**Sequential cells colored by netlist name**

The bar under the picture is 50 um long. Other sequential cells in the stronger gray, the rest of the logic in the fainter gray.
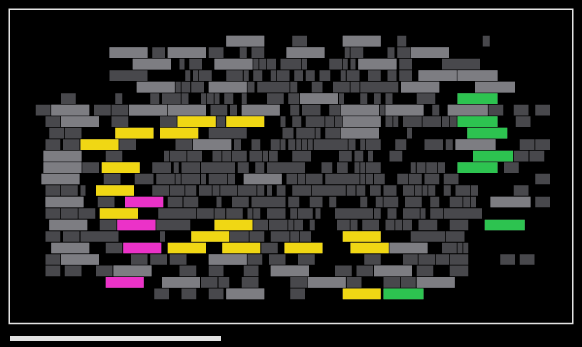
**Placed cells, one color a class**

The bar under the picture is 50 um long. Fill, decap, tap and diode cells in gray.
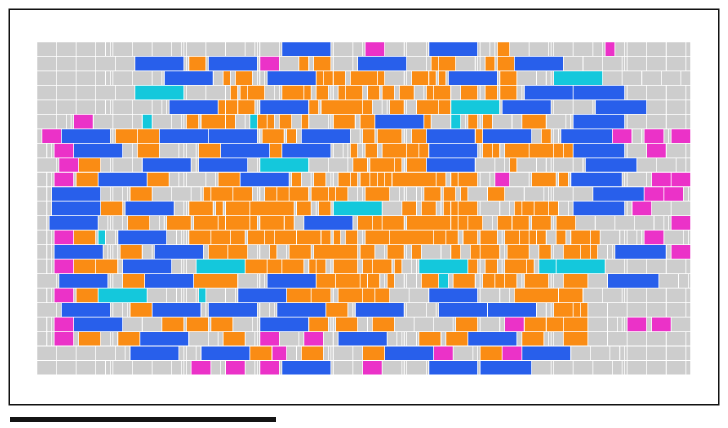
## src/rtl/x7seg_pkg.sv

```systemverilog
// x7seg_pkg: shared constants for the multiplexed 7-segment display driver.
//  - SEG_TAB  : 16-entry hex -> segment table, active-low, bit order [6]=a..[0]=g
//  - SEG_OFF  : all segments dark
//  - *_DEF    : default geometry/timing for top-level wrappers
//  - phase_t  : scan phase within one digit slot
package x7seg_pkg;

  localparam int NDIG_DEF      = 4;
  localparam int DIG_CYC_DEF   = 50000;  // 1 ms per digit at 50 MHz
  localparam int BLANK_CYC_DEF = 1000;

  localparam logic [6:0] SEG_OFF = 7'h7F;

  localparam logic [6:0] SEG_TAB [16] = '{
    7'b0000001,  // 0
    7'b1001111,  // 1
    7'b0010010,  // 2
    7'b0000110,  // 3
    7'b1001100,  // 4
    7'b0100100,  // 5
    7'b0100000,  // 6
    7'b0001111,  // 7
    7'b0000000,  // 8
    7'b0000100,  // 9
    7'b0001000,  // A
    7'b1100000,  // b
    7'b0110001,  // C
    7'b1000010,  // d
    7'b0110000,  // E
    7'b0111000   // F
  };

  typedef enum logic {
    PH_ON    = 1'b0,
    PH_BLANK = 1'b1
  } phase_t;

endpackage

```

## src/rtl/hex7seg.sv

```systemverilog
// hex7seg: combinational hex digit -> 7-segment pattern (active-low, abcdefg).
//  nib  in  4  hex value
//  seg  out 7  segment pattern, [6]=a .. [0]=g, 0 = lit
module hex7seg
  import x7seg_pkg::*;
(
  input  logic [3:0] nib,
  output logic [6:0] seg
);

  assign seg = SEG_TAB[nib];

endmodule

```

## src/rtl/x7seg_scan.sv

```systemverilog
// x7seg_scan: time-multiplexed driver for a common-anode NDIG-digit display.
//  Each digit owns a slot of DIG_CYC cycles; the last BLANK_CYC cycles of every
//  slot drive all anodes off to avoid ghosting. New values land in a shadow
//  buffer and are copied to the display register only at the frame wrap, so a
//  frame is never drawn from two different values.
//  Ports:
//   clk        in   1        rising-edge clock
//   clr_n      in   1        async active-low reset
//   x          in   4*NDIG   value to show, nibble i -> digit i
//   dp_in      in   NDIG     decimal point request per digit, active-high
//   x_valid    in   1        strobe: capture x/dp_in into shadow
//   lzb_en     in   1        leading-zero blanking enable
//   a_to_g     out  7        segments, active-low, [6]=a .. [0]=g
//   dp         out  1        decimal point, active-low
//   an         out  NDIG     anodes, active-low, at most one low
//   frame_tick out  1        one-cycle pulse after the last slot of a frame
module x7seg_scan
  import x7seg_pkg::*;
#(
  parameter int NDIG      = NDIG_DEF,
  parameter int DIG_CYC   = DIG_CYC_DEF,
  parameter int BLANK_CYC = BLANK_CYC_DEF
) (
  input  logic                clk,
  input  logic                clr_n,
  input  logic [4*NDIG-1:0]   x,
  input  logic [NDIG-1:0]     dp_in,
  input  logic                x_valid,
  input  logic                lzb_en,
  output logic [6:0]          a_to_g,
  output logic                dp,
  output logic [NDIG-1:0]     an,
  output logic                frame_tick
);

  localparam int CW = $clog2(DIG_CYC);
  localparam int DW = $clog2(NDIG);

  localparam logic [CW-1:0] CNT_LAST    = CW'(DIG_CYC - 1);
  localparam logic [CW-1:0] CNT_ON_LAST = CW'(DIG_CYC - BLANK_CYC - 1);
  localparam logic [DW-1:0] DIG_LAST    = DW'(NDIG - 1);

  logic [CW-1:0]       cnt;
  logic [DW-1:0]       dig;
  phase_t              state_q, state_d;

  logic [4*NDIG-1:0]   shadow, disp;
  logic [NDIG-1:0]     shadow_dp, disp_dp;
  logic                pend;

  logic                slot_end, wrap;
  logic [NDIG-1:0]     hz;        // nibbles NDIG-1..i of disp all zero
  logic [NDIG-1:0]     lz;        // digit suppressed by leading-zero blanking
  logic [NDIG-1:0][6:0] seg_all;

  logic                lit;
  logic [NDIG-1:0]     an_d;
  logic [6:0]          seg_d;
  logic                dp_d;

  assign slot_end = (cnt == CNT_LAST);
  assign wrap     = slot_end && (dig == DIG_LAST);

  // ---------------------------------------------------------------- scan counters
  // dig wraps explicitly so non-power-of-2 digit counts never index a missing digit.
  always_ff @(posedge clk or negedge clr_n) begin
    if (!clr_n) begin
      cnt <= '0;
      dig <= '0;
    end else if (slot_end) begin
      cnt <= '0;
      dig <= (dig == DIG_LAST) ? '0 : dig + DW'(1);
    end else begin
      cnt <= cnt + CW'(1);
    end
  end

  // ---------------------------------------------------------------- phase FSM
  always_ff @(posedge clk or negedge clr_n) begin
    if (!clr_n) state_q <= PH_ON;
    else        state_q <= state_d;
  end

  always_comb begin
    state_d = state_q;
    case (state_q)
      PH_ON:    if (cnt == CNT_ON_LAST) state_d = PH_BLANK;
      PH_BLANK: if (slot_end)           state_d = PH_ON;
      default:                          state_d = PH_ON;
    endcase
  end

  // ---------------------------------------------------------------- double buffer
  // A strobe on the wrap cycle goes straight to disp so it shows this frame;
  // the trailing pend<=0 overrides the strobe's own pend<=1.
  always_ff @(posedge clk or negedge clr_n) begin
    if (!clr_n) begin
      shadow    <= '0;
      shadow_dp <= '0;
      pend      <= 1'b0;
      disp      <= '0;
      disp_dp   <= '0;
    end else begin
      if (x_valid) begin
        shadow    <= x;
        shadow_dp <= dp_in;
        pend      <= 1'b1;
      end
      if (wrap) begin
        if (pend || x_valid) begin
          disp    <= x_valid ? x     : shadow;
          disp_dp <= x_valid ? dp_in : shadow_dp;
        end
        pend <= 1'b0;
      end
    end
  end

  // ---------------------------------------------------------------- per-digit decode
  for (genvar g = 0; g < NDIG; g++) begin : g_dig
    assign hz[g] = (disp[4*NDIG-1:4*g] == '0);
    if (g == 0) begin : g_lsd
      assign lz[g] = 1'b0;  // the units digit always shows, even for zero
    end else begin : g_msd
      assign lz[g] = lzb_en && hz[g];
    end
    hex7seg u_dec (
      .nib (disp[4*g +: 4]),
      .seg (seg_all[g])
    );
  end

  // ---------------------------------------------------------------- output stage
  always_comb begin
    lit = (state_q == PH_ON) && !lz[dig];
    for (int i = 0; i < NDIG; i++) begin
      an_d[i] = ~(lit && (dig == DW'(i)));
    end
    seg_d = lit ? seg_all[dig] : SEG_OFF;
    dp_d  = lit ? ~disp_dp[dig] : 1'b1;
  end

  always_ff @(posedge clk or negedge clr_n) begin
    if (!clr_n) begin
      an         <= '1;
      a_to_g     <= SEG_OFF;
      dp         <= 1'b1;
      frame_tick <= 1'b0;
    end else begin
      an         <= an_d;
      a_to_g     <= seg_d;
      dp         <= dp_d;
      frame_tick <= wrap;
    end
  end

endmodule

```

## config.mk

```make
export PLATFORM = sky130hd
export DESIGN_NAME = x7seg_scan
export DESIGN_NICKNAME = d
export VERILOG_FILES = /design/src/rtl/x7seg_pkg.sv /design/src/rtl/hex7seg.sv /design/src/rtl/x7seg_scan.sv
export SDC_FILE = /design/constraint.sdc
export NUM_CORES = 1
export LEC_CHECK = 0
export CORE_AREA = 5 5 128 69
export CTS_CLUSTER_SIZE = 24
export DETAILED_ROUTE_END_ITERATION = 8
export DIE_AREA = 0 0 133 74
export GPL_ROUTABILITY_DRIVEN = 0
export HOLD_SLACK_MARGIN = 0.1
export PLACE_DENSITY = 0.78
export SLEW_MARGIN = 20
export SYNTH_ARGS = -nofsm -noshare
export SYNTH_HDL_FRONTEND = slang
export SYNTH_SLANG_ARGS = --single-unit
export TNS_END_PERCENT = 10
```

## constraint.sdc

```tcl
create_clock -name clk -period 5.9 [get_ports clk]
set_clock_uncertainty 0.2 [all_clocks]
set_input_delay 1.77 -clock clk [delete_from_list [all_inputs] [get_ports clk]]
set_output_delay 1.77 -clock clk [all_outputs]
set_load 0.1 [all_outputs]
```

==> flow_summary.yaml <==
# generated from flow reports
outcome:
  status: "finished, final reports clean"
power:
  power-top-group: "registers"
  p_sw_w: 0.000220
  pwr-share-comb: 0.046
  internal-power_w: 0.000824
  p_seq_frac: 0.496
  powerDensity_nw_per_um2: 221
  leakagePower_nw: 2.05
  combinationalPower_w: 0.0000481
  ir_drop_v: 0.000188
  power_frac_clock: 0.458
  sequentialPower_w: 0.000518
  power_clock_w: 0.000478
synthesis:
  synthTopCellsByArea: "dfrtp_1 38%, ha_1 8.0%, dfstp_2 7.8%"
  edf_count: 0
  fp_nets: 400
  compound_area_frac: 0.0752
  most_common_cell: "dfrtp_1"
  top_cell_area_share: 0.376
  simple_gate_area_frac: 0.123
  ys_sh_adder: 0.0801
  synthArstFlopShare: 1.00
  netlist_area_um2: 4060
  synthCells: 350
  syn_avg_cell_area_um2: 11.6
  ys_ff: 73
  ff_type: "dfrtp_1"
  synthTopCellsByCount: "61 x dfrtp_1, 28 x mux2_2, 26 x ha_1"
  yosysUniqueCellTypes: 52
  synth_stat.cells: 350
  synthTopLogicFamily: "multiplexers"
  ys_sh_xor: 0.0237
  mux_share: 0.209
  yosysTopAreaCell: "dfrtp_1"
  ys_warn_count: 0
detailed_routing:
  final_antenna_net_count: 0
  via_per_inst: 5.91
  via_count: 2859
  firstDrtPassIters: 5
  dr.first_iter.drc_count: 371
  postRouteWirelength_mm: 8.63
  drc: 0
  wl_per_cell_um: 17.8
final_timing:
  fin_crit_sh: 0.685
  max_freq_mhz: 248
  setup_viol: 0
  setup_slack_ps: 1860
  max_slew_margin: 0.301
  finalHoldViolations: 0
  worstMarginPinSlew_ps: 1050
  fin_tns_setup_ps: 0
  report.final.slew_viol_count: 0
  period_needed_ps: 4040
worst_setup_path:
  end_kind: "flip-flop"
  worst-r2r-cell-count: 4
  cp.required_ps: 5910
  reg2reg_from: "cnt[5]$_DFF_PN0_"
  crit_type: "input pin to flip-flop"
  cp-endpoint: "disp[11]$_DFFE_PN0P_"
  cpPeakStageDelay_ps: 800
  crit_buf_inv: 2
  critPathMaxFanout: 21
  worstSetupStartpointType: "input pin"
  cp.depth: 5
  reg2reg_to: "disp[11]$_DFFE_PN0P_"
  arrival_ps: 4050
  crit_family: "simple AND/OR/NAND/NOR gates"
  cp-startpoint: "x_valid"
  ff2ff_setup_slack_ps: 2340
  slowest_stage: "nand3b_1"
grt:
  grt_pass1_wl_mm: 14.5
  grt_pass1_vias: 2778
  overflow: 0
  grt_usage: 0.191
  grt_max_degree: 44
  antenna_found_initial: 0
floorplan:
  core_area_um2: 7680
  ios: 37
  fp_util: 0.528
  die_w_um: 133
  die_h_um: 74
  die-area_um2: 9840
  rows: 23
final_layout:
  stdcell_count: 484
  layout-drive-gt1-share: 0.177
  nFillCells: 605
  diodes: 0
  nets: 429
  syn_to_final_growth_pct: 16.7
  regArea_um2: 1840
cts:
  path_clk_slew_ps: 60
  clock_latency_ps: 340
  cts_buffers: 9
  post-cts-setup-buffers: 0
  cts_num_sinks: 73
  ctsLongestPathBuffers: 2
  h-tree-depth: 3
  cts_resized: 0
  cts_tree: "yes"
  root_buffer: "clkbuf_16"
  cts_hold_buf: 0
hold_path:
  whs_path_depth: 1
  hp-class: "flip-flop to flip-flop"
  holdPathEnd: "cnt[0]$_DFF_PN0_"
  holdCritStartpoint: "cnt[0]$_DFF_PN0_"
placement:
  dp_slack_ps: 1460
  hpwl_mm: 6.18
  portBuffers: 36
  dp.cells: 468
flow_run:
  maxCapViolCount: 0
  warnings: 46
Back to the opening pictures, 'sequential cells colored by netlist name':
legend:
  magenta:
    netlist_name: `disp_dp`
    sequential_cells: 4
    where: bottom left
  yellow:
    netlist_name: `disp`
    sequential_cells: 16
  green:
    netlist_name: `a_to_g`
    sequential_cells: 7
not colored: 46

Back to the opening pictures, 'placed cells, one color a class':
legend:
  orange:
    class: all other logic
    cells: 257
  blue:
    class: flip-flops
    cells: 73
  cyan:
    class: clock drivers and dummy loads
    cells: 16
  magenta:
    class: other buffers and delay cells
    cells: 38

-- placed cells by master, fill, tap and decap left out, drive strengths merged, types with 4 or more instances in the layout --
master | Yosys | routed
mux2 | 48 | 48
xor2 | 7 | 7
o21ai | 9 | 9
a21oi | 7 | 7
ha | 26 | 26
dfrtp | 61 | 61
nor3 | 6 | 6
dfstp | 12 | 12
nand2 | 7 | 7
clkbuf | 16 | 12
clkdlybuf4s50 | 0 | 35
nor2b | 8 | 8
o22ai | 4 | 4
inv | 16 | 16
xnor2 | 4 | 4
clkinv | 1 | 5
mux4 | 7 | 7
nand4 | 7 | 7
nor2 | 22 | 22
mux2i | 15 | 15
nand3 | 15 | 15
-- routing by layer --
layer | global-route usage | wire [um] | share of wire | vias up
met1 | 0.289 | 4430 | 0.51 | 1411
li1 | - | - | - | 1328
met2 | 0.256 | 3400 | 0.39 | 107
met4 | 0.0553 | 93 | 0.011 | 0
met5 | 0 | 0 | 0 | -
met3 | 0.0696 | 705 | 0.082 | 13
-- metrics by stage --
stage | cell area [um2] | total power, W | hold WS (ps) | util
after floorplan | 4060 | 0.000544 | 243 | -
after global placement | 4480 | 0.000574 | 264 | 0.583
after detailed placement | 4480 | 0.000576 | 280 | 0.583
after CTS | 4740 | 0.00105 | 291 | 0.617
after global routing | 4740 | 0.00108 | 302 | 0.617
final | 4740 | 0.00104 | 289 | 0.617
-- final cells by class --
class / count / share of cell area
multi-input combinational: 240 / 0.438
sequential: 73 / 0.389
timing repair buffer: 38 / 0.0782
clock buffer: 12 / 0.0499
tap: 100 / 0.0264
inverter: 17 / 0.0135
clock inverter: 4 / 0.00502
-- registers in the layout, indices dropped and copies added (netlist names), 2 cells and up --
register / count
disp_dp: 4
dig: 2
an: 4
shadow_dp: 4
a_to_g: 7
disp: 16
cnt: 16
shadow: 16
Power is estimated from default activity; no workload was simulated.
